Design jtpopeye_objdma, sky130hd; sources not shown.
Figure 1. Cell density map.
(3 px per µm) The die is cut into 6 by 10 equal tiles; white is low, dark blue is high, 0 to 100% covered.
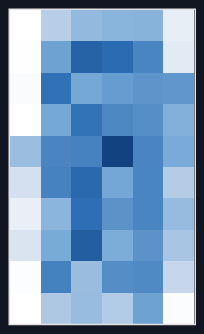
fullest tile = 93%
nearly empty tiles = 10%
tiles over 75% full = 8.3%
mean over tiles = 46%
densest ninth of the die = middle
Placeable Area: 5590 µm²
end-of-flow core utilization: 0.545
fp util: 0.414

Figure 2. Routed metal, one color a layer.
(8 px per µm) Only two layers are drawn.
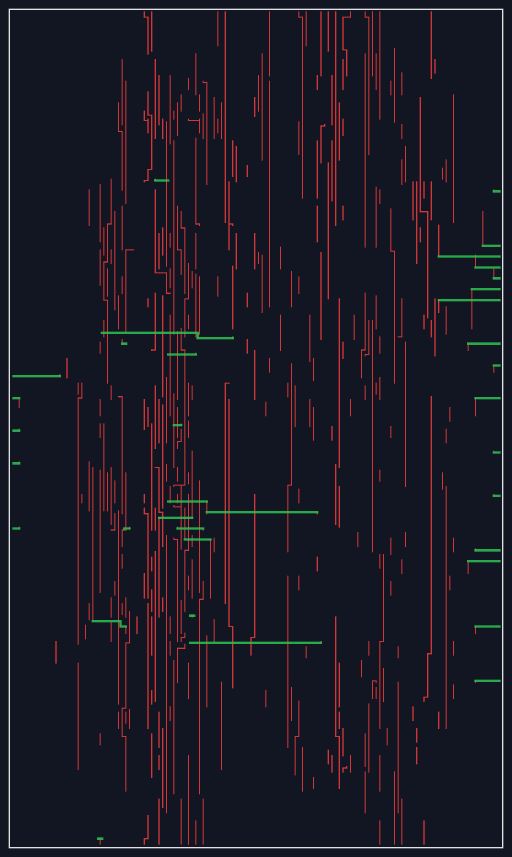
metal 3 -> green  # wire length 130 µm
metal 2 -> red  # wire length 2,190 µm
GRT Total Usage: 0.148
WL/cell: 11.4 µm
vias post-DR: 1,701
Total Wirelength: 4250 µm

Figure 3. Clock wires, drivers and flops.
(8 px per µm)
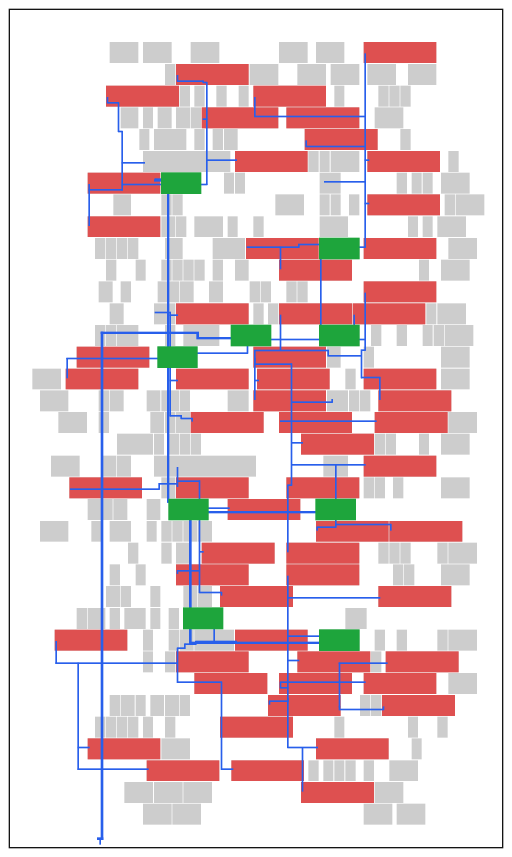
clock wires -> blue  # length 713 µm
clock drivers -> green  # count 9
flip-flops -> red  # count 60
routed clock nets = 10
Skew-Pair Late Insertion Delay: 0.33 ns
Clock power frac: 0.310
Clock Skew: 0.00710 ns
clk pwr: 0.772 mW

==> results.ini <==
[finish]
drive_gt1_frac=0.0878

[worst_setup_path]
cp_max_fo=11
critPathKind=reg2reg
path_buffers=2
r2r_setup_slack_ns=1.22

[synth]
synth-edff-count=0
netlist_area_um2=2310
syn_area_per_cell_um2=9.89
ys_sh_aoi=0.0411
yosysUniqueCellTypes=27
yosys.area_share.simple=0.253
ys.flops=60

[cts]
clockBufferDepth=2
cts_tree=yes

[pwr]
pwr-share-seq=0.413
switchingPower_mw=0.787

[final_timing]
tns_ns=0
clock.fmax_mhz=531
worst_pin_slew_ns=1.12
slew_headroom=0.253

[global_routing]
grt-ovfl-total=0

[status]
status=completed

[placement]
gp_congestion=0.791

layout make-up:
class / instances / area [µm²] / share of cell area
Sequential cell: 60 / 1500 / 0.493
Inverter: 22 / 87.6 / 0.0287
Multi-Input combinational cell: 149 / 657 / 0.216
Tap cell: 76 / 95.1 / 0.0312
Clock inverter: 4 / 72.6 / 0.0238
Clock buffer: 12 / 153 / 0.0501
Timing Repair Buffer: 49 / 479 / 0.157
metrics by stage:
step | std cells | utilization | worst slack (ns) | total power, mW
after CTS | 372 | 0.552 | 1.33 | 2.60
after detailed placement | 355 | 0.510 | 1.27 | 1.82
after global routing | 372 | 0.545 | 0.926 | 2.65
after floorplan | 234 | - | 1.74 | 1.49
after global placement | 355 | 0.510 | 1.31 | 1.80
final | 372 | 0.545 | 1.22 | 2.49
cells in the final DEF (no fill, tap or decap):
master           instances
nand2_2                  1
dfrtp_1                 59
a21oi_1                  6
inv_2                    1
inv_1                   20
clkinvlp_4               1
nand2_4                  1
ha_1                     1
nor2_1                  13
buf_4                    2
inv_6                    1
nand4_1                  2
nor2_2                   1
dfstp_2                  1
nand4_2                  1
o31ai_1                  1
and2_0                   1
clkbuf_8                10
nand3_1                 14
dlygate4sd3_1           36
o21ai_0                 10
clkdlybuf4s50_1         10
a21boi_0                 1
nand3b_2                 1
clkbuf_4                 2
clkbuf_1                 1
bufinv_16                2
clkinv_2                 1
nand3b_1                 2
nand2_1                 93
power by group through the flow:
stage          registers, mW  clock network (mW)  logic (mW)
4_1_cts                 1.04               0.792       0.767
3_3_place_gp            1.05                   0       0.750
6_report                1.03               0.772       0.691
2_1_floorplan           1.18                   0       0.313
5_1_grt                 1.05               0.823       0.778
3_5_place_dp            1.06                   0       0.762
repair_timing:
item                                    in CTS  in global routing
hold buffers                                 1                  0
hold endpoints to repair                    20                  0
endpoints found under the setup margin       0                  0
routing by layer:
metal / GRT usage / vias up / wire length (µm)
met3: 0.0421 / 10 / 130
met2: 0.225 / 42 / 2190
met4: 0.0942 / 0 / 144
met1: 0.177 / 799 / 1780
met5: 0 / - / 0
li1: - / 850 / -
kinds of logic (layout without fill, tap and decap cells):
family          Yosys count  after routing
fa+ha+maj                 1              1
flops                    60             60
buf+inv                  25             87
simple gates            130            130
compound gates           18             18
No activity file was given, so power comes from the tool's default toggle rates.
